--- src/rtl/rf_wb_arbiter_if.sv ---
// Requester and register-file signal bundle for rf_wb_arbiter.
// master = arbiter view, slave = requesters/register-file view.
interface rf_wb_arbiter_if #(
    parameter int NUM_REQ = 3,
    parameter int DATA_W  = 32,
    parameter int ADDR_W  = 5
);
    logic [NUM_REQ-1:0]        req_valid;
    logic [NUM_REQ*ADDR_W-1:0] req_addr;
    logic [NUM_REQ*DATA_W-1:0] req_data;
    logic [NUM_REQ-1:0]        req_ready;
    logic                      ctrl_reg_write_enable;
    logic [ADDR_W-1:0]         write_reg;
    logic [DATA_W-1:0]         write_data;
    logic                      stat_reg_write_done;
    logic                      stat_busy;
    logic [1:0]                stat_grant_id;
    logic                      stat_timeout_err;
    logic [15:0]               stat_write_count;

    modport master (
        input  req_valid, req_addr, req_data, stat_reg_write_done,
        output req_ready, ctrl_reg_write_enable, write_reg, write_data,
               stat_busy, stat_grant_id, stat_timeout_err, stat_write_count
    );

    modport slave (
        output req_valid, req_addr, req_data, stat_reg_write_done,
        input  req_ready, ctrl_reg_write_enable, write_reg, write_data,
               stat_busy, stat_grant_id, stat_timeout_err, stat_write_count
    );
endinterface

--- src/rtl/rf_wb_arbiter.sv ---
// Round-robin write-back arbiter for the register file's single write port.
// Optional macro RF_WB_X0_FILTER_EN: accept but drop writes to register x0.
module rf_wb_arbiter #(
    parameter int NUM_REQ      = 3,
    parameter int DATA_W       = 32,
    parameter int ADDR_W       = 5,
    parameter int WAIT_TIMEOUT = 4
) (
    input  logic            clk,
    input  logic            rst_n,
    rf_wb_arbiter_if.master bus
);

    typedef enum logic [1:0] {
        IDLE,
        WRITE,
        WAIT
    } state_t;

    state_t              state;
    state_t              state_next;
    logic [1:0]          last_grant;
    logic [1:0]          grant_id;
    logic [ADDR_W-1:0]   write_reg_q;
    logic [DATA_W-1:0]   write_data_q;
    logic [3:0]          wait_cnt;
    logic                timeout_err;
    logic [15:0]         write_count;

    logic                pick_found;
    logic [1:0]          pick_idx;
    logic [1:0]          cand;
    logic [ADDR_W-1:0]   pick_addr;
    logic [DATA_W-1:0]   pick_data;
    logic                accept;
    logic                launch;
    logic                write_ok;
    logic                write_lost;

    // Search starts one past the previous winner so nobody wins twice while another waits.
    always_comb begin
        pick_found = 1'b0;
        pick_idx   = '0;
        cand       = '0;
        for (int k = 1; k <= NUM_REQ; k++) begin
            cand = 2'((int'(last_grant) + k) % NUM_REQ);
            if (!pick_found && bus.req_valid[cand]) begin
                pick_found = 1'b1;
                pick_idx   = cand;
            end
        end
    end

    assign pick_addr = bus.req_addr[int'(pick_idx)*ADDR_W +: ADDR_W];
    assign pick_data = bus.req_data[int'(pick_idx)*DATA_W +: DATA_W];

    always_ff @(posedge clk or negedge rst_n) begin
        if (!rst_n) begin
            state <= IDLE;
        end else begin
            state <= state_next;
        end
    end

    always_comb begin
        state_next    = state;
        bus.req_ready = '0;
        accept        = 1'b0;
        launch        = 1'b0;
        write_ok      = 1'b0;
        write_lost    = 1'b0;
        case (state)
            IDLE: begin
                if (pick_found) begin
                    bus.req_ready[pick_idx] = 1'b1;
                    accept                  = 1'b1;
`ifdef RF_WB_X0_FILTER_EN
                    launch                  = (pick_addr != '0);
`else
                    launch                  = 1'b1;
`endif
                    if (launch) begin
                        state_next = WRITE;
                    end
                end
            end
            WRITE: begin
                state_next = WAIT;
            end
            WAIT: begin
                // Done on the expiry cycle still wins over the timeout.
                if (bus.stat_reg_write_done) begin
                    write_ok   = 1'b1;
                    state_next = IDLE;
                end else if (wait_cnt == 4'(WAIT_TIMEOUT - 1)) begin
                    write_lost = 1'b1;
                    state_next = IDLE;
                end
            end
            default: begin
                state_next = IDLE;
            end
        endcase
    end

    always_ff @(posedge clk or negedge rst_n) begin
        if (!rst_n) begin
            last_grant   <= 2'(NUM_REQ - 1);
            grant_id     <= '0;
            write_reg_q  <= '0;
            write_data_q <= '0;
            wait_cnt     <= '0;
            timeout_err  <= 1'b0;
            write_count  <= '0;
        end else begin
            if (accept) begin
                last_grant <= pick_idx;
                grant_id   <= pick_idx;
            end
            if (launch) begin
                write_reg_q  <= pick_addr;
                write_data_q <= pick_data;
            end
            if (state == WRITE) begin
                wait_cnt <= '0;
            end else if (state == WAIT) begin
                wait_cnt <= wait_cnt + 4'd1;
            end
            if (write_ok) begin
                write_count <= write_count + 16'd1;
            end
            if (write_lost) begin
                timeout_err <= 1'b1;
            end
        end
    end

    assign bus.ctrl_reg_write_enable = (state == WRITE);
    assign bus.stat_busy             = (state != IDLE);
    assign bus.write_reg             = write_reg_q;
    assign bus.write_data            = write_data_q;
    assign bus.stat_grant_id         = grant_id;
    assign bus.stat_timeout_err      = timeout_err;
    assign bus.stat_write_count      = write_count;

endmodule

--- src/flat_wrapper.sv ---
// flat-port wrapper written by rule: the top's interface ports become plain ports
module rf_wb_arbiter_flat 
#(
    parameter int NUM_REQ      = 3,
    parameter int DATA_W       = 32,
    parameter int ADDR_W       = 5,
    parameter int WAIT_TIMEOUT = 4
)
  (clk, rst_n, bus_req_valid, bus_req_addr, bus_req_data, bus_stat_reg_write_done, bus_req_ready, bus_ctrl_reg_write_enable, bus_write_reg, bus_write_data, bus_stat_busy, bus_stat_grant_id, bus_stat_timeout_err, bus_stat_write_count);
  rf_wb_arbiter_if #(.NUM_REQ(NUM_REQ), .DATA_W(DATA_W), .ADDR_W(ADDR_W)) bus_i ();
  input  logic clk;
  input  logic rst_n;
  input wire logic [$bits(bus_i.req_valid)-1:0] bus_req_valid;
  input wire logic [$bits(bus_i.req_addr)-1:0] bus_req_addr;
  input wire logic [$bits(bus_i.req_data)-1:0] bus_req_data;
  input wire logic [$bits(bus_i.stat_reg_write_done)-1:0] bus_stat_reg_write_done;
  output wire logic [$bits(bus_i.req_ready)-1:0] bus_req_ready;
  output wire logic [$bits(bus_i.ctrl_reg_write_enable)-1:0] bus_ctrl_reg_write_enable;
  output wire logic [$bits(bus_i.write_reg)-1:0] bus_write_reg;
  output wire logic [$bits(bus_i.write_data)-1:0] bus_write_data;
  output wire logic [$bits(bus_i.stat_busy)-1:0] bus_stat_busy;
  output wire logic [$bits(bus_i.stat_grant_id)-1:0] bus_stat_grant_id;
  output wire logic [$bits(bus_i.stat_timeout_err)-1:0] bus_stat_timeout_err;
  output wire logic [$bits(bus_i.stat_write_count)-1:0] bus_stat_write_count;
  assign bus_i.req_valid = bus_req_valid;
  assign bus_i.req_addr = bus_req_addr;
  assign bus_i.req_data = bus_req_data;
  assign bus_i.stat_reg_write_done = bus_stat_reg_write_done;
  assign bus_req_ready = bus_i.req_ready;
  assign bus_ctrl_reg_write_enable = bus_i.ctrl_reg_write_enable;
  assign bus_write_reg = bus_i.write_reg;
  assign bus_write_data = bus_i.write_data;
  assign bus_stat_busy = bus_i.stat_busy;
  assign bus_stat_grant_id = bus_i.stat_grant_id;
  assign bus_stat_timeout_err = bus_i.stat_timeout_err;
  assign bus_stat_write_count = bus_i.stat_write_count;
  rf_wb_arbiter #(.NUM_REQ(NUM_REQ), .DATA_W(DATA_W), .ADDR_W(ADDR_W), .WAIT_TIMEOUT(WAIT_TIMEOUT)) u_core (.clk(clk), .rst_n(rst_n), .bus(bus_i));
endmodule
--- config.mk ---
export PLATFORM = sky130hd
export DESIGN_NAME = rf_wb_arbiter_flat
export DESIGN_NICKNAME = d
export VERILOG_FILES = /design/src/rtl/rf_wb_arbiter_if.sv /design/src/rtl/rf_wb_arbiter.sv /design/src/flat_wrapper.sv
export SDC_FILE = /design/constraint.sdc
export NUM_CORES = 1
export LEC_CHECK = 0
export ABC_AREA = 1
export CAP_MARGIN = 40
export CORE_ASPECT_RATIO = 0.5
export CORE_MARGIN = 2
export CORE_UTILIZATION = 40
export DETAILED_ROUTE_END_ITERATION = 12
export GPL_TIMING_DRIVEN = 0
export PLACE_DENSITY = 0.77
export SLEW_MARGIN = 25
export SYNTH_ARGS = -nofsm -noshare
export SYNTH_HDL_FRONTEND = slang
export SYNTH_SLANG_ARGS = --single-unit
--- constraint.sdc ---
create_clock -name clk -period 5.69 [get_ports clk]
set_input_delay 1.138 -clock clk [delete_from_list [all_inputs] [get_ports clk]]
set_output_delay 1.138 -clock clk [all_outputs]
set_load 0.01 [all_outputs]
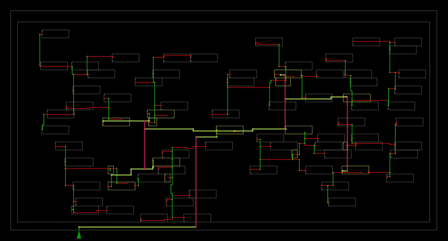
*The clock network*
CTS Sinks: 63
Clk. pwr: 0.000494 W
worst-skew pair later-pin latency: 0.33 ns
final-layout clock buffer total: 11

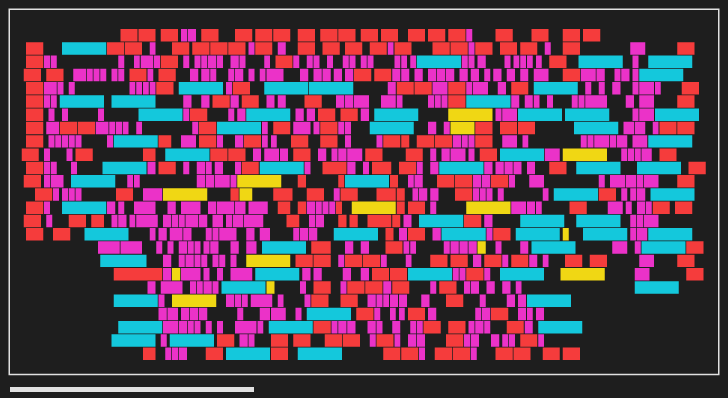
*Cell classes on the final placement*
Bar = 50 um.
- combinational and other logic: magenta (cells 451)
- other buffers and delay cells: red (cells 202)
- clock drivers and dummy loads: yellow (cells 15)
- flops: cyan (cells 63)

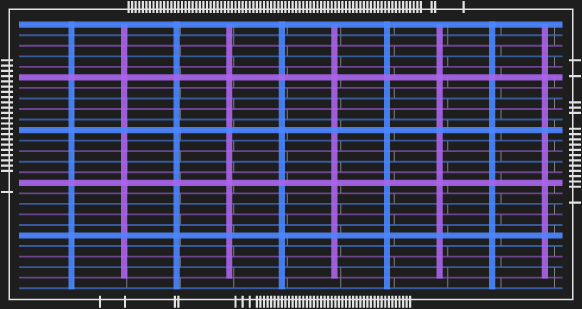
*PDN straps and rails*
Pins as bars on the die edge. Tap cells in gray.
- VDD: purple
- VSS: blue
- signal pins: 178
- met1 rails: 26
- rows: 25
- tap cells: 135
- met4 straps: 10
die width: 145 um
Die Y-Extent: 74.5 um

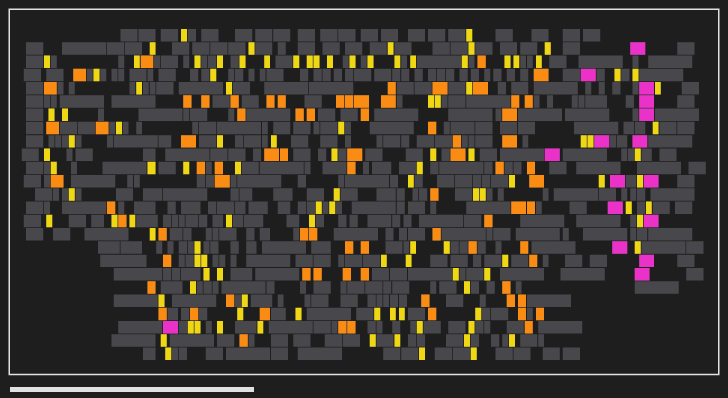
*Gate-type map*
Bar = 50 um.
- inverting AOI/OAI gates: orange (cells 78; most used a21oi_1)
- inverters: yellow (cells 111; most used inv_1; where widely spread)
- XOR/XNOR gates: magenta (cells 16; most used xor2_1)
combinational share of cell area: 29.1%
dominant logic cell type in the layout: clkdlybuf4s50_1
final non-filler cell total: 866

==> ci_impl_report.md <==
### Yosys + OpenROAD results

| Metric | Value |
|---|---|
| Status | `completed` |
| Number of hold buffers added after cts | `0` |
| Max incr delay on CP | `0.54 ns` |
| Power Total | `0.00348 W` |
| Synth top cell by count | `inv_1` |
| Final ANT Viol Nets | `0` |
| Largest Pwr Group | `combinational cells` |
| H-tree levels | `3` |
| Post-Route WL | `11,900 um` |
| Critical path's slowest cell | `clkdlybuf4s50_1` |
| Slew of the pin with the lowest slew margin | `0.516 ns` |
| Cell-by-cell trace of the critical path | `clkdlybuf4s50_1, inv_1, o21ai_1, nand2_4, nand3_1, nand2_2, buf_4, nor2_4, inv_1, nor2_1, clkdlybuf4s50_1` |
| Syn Nets | `664` |
| Unique cell types | `32` |
| Fmax | `220 MHz` |
| Top cells by count | `inv_1 (106), nand2_1 (92), nand3_1 (76)` |
| Worst path required time | `4.55 ns` |
| Period utilisation layout | `79.9%` |
| Post-place setup slack | `1.13 ns` |
| Ratio of cells with drive above 1 in the final layout | `10.1%` |
| OpenROAD warning count | `31` |
| Top cells by area | `dfrtp_1 (39%), inv_1 (10%), nand3_1 (9.6%)` |
| Buf/Inv on CP | `5` |
| Flip-flops | `63` |
| Crit path capture type | `primary output` |
| Buffer count from post-CTS setup fixing | `0` |
| Clock Network Area Fraction | `4.27%` |
| CP top delay family | `buffers and inverters` |
| Vias in the first global route | `3,911` |
| DRC | `0` |
| P_int | `0.00191 W` |
| Non-clk invs | `111` |
| Die area | `0.0108 sq mm` |
| Worst hold margin | `0.468 ns` |
| Seq share, synth | `39.7%` |
| Final Hold Fails | `0` |
| CTS-repair resized insts | `0` |
| WHS Endpoint | `u_core.bus.stat_timeout_err` |
| Via density per instance | `4.74` |
| Final HPWL DP | `9160 um` |
| Mapped cell area | `0.00398 sq mm` |
| Clk pwr share | `14.2%` |
| Setup-failing EPs final | `0` |
| Post-DP Area | `0.00594 sq mm` |
| Core Util at FP | `41.7%` |
| Seq. pwr | `0.000737 W` |
| Iter 0 DRT Violations | `242` |
| Synth Instances | `538` |
| Sequential share of cell area | `25.4%` |
| Total global-route track usage | `22.1%` |
| Core Util, Final | `65.1%` |
| R2R cell count | `10` |
| R2R setup slack | `3.37 ns` |
| Global-route wire length before repair | `18,900 um` |
| Combinational group share of total power | `64.7%` |
| Worst setup path endpoint | `bus_req_ready[0]` |
| Synth top area share | `39.0%` |
| Reg-to-Reg End | `u_core.bus.write_data[5]` |
| First-pass DRT Iterations | `4` |
| Sw frac | `45.1%` |
| Data buffer area share | `31.7%` |
| Clock slew at reported path FFs | `0.05 ns` |
| Async set-reset flop share out of synthesis | `100%` |
| Inserted Diodes | `0` |
| CTS tree | `built` |
| Tmin final | `4.54 ns` |
| Sequential cell area | `0.00158 sq mm` |
| WS Path Type | `in -> out` |
==> worst register-to-register path, cell delays in order (launching register included) <==
cell	delay (ns)
dfrtp_1	0.39
inv_1	0.09
ha_1	0.40
o21ai_1	0.26
nand2_4	0.11
nand3_1	0.14
nand2_2	0.09
inv_2	0.12
clkbuf_1	0.43
nor2_1	0.09
a21oi_1	0.13
==> routing by layer <==
metal	vias up	part of all wire, %
li1	2062	-
met1	1901	42
met2	112	51
met3	28	4.6
met4	0	2.3
met5	-	0
==> cell families (layout without fill, tap and decap cells) <==
kind of cell	Yosys count	in the layout	share of synthesized area [%]
XOR/XNOR	16	16	3.52
adder cells (fa/ha/maj)	9	9	2.83
AND-OR/OR-AND	79	79	11.8
buffers and inverters	135	328	14.8
AND/OR/NAND/NOR	236	236	27.4
flip-flops	63	63	39.7
No activity file was given, so power comes from the tool's default toggle rates.
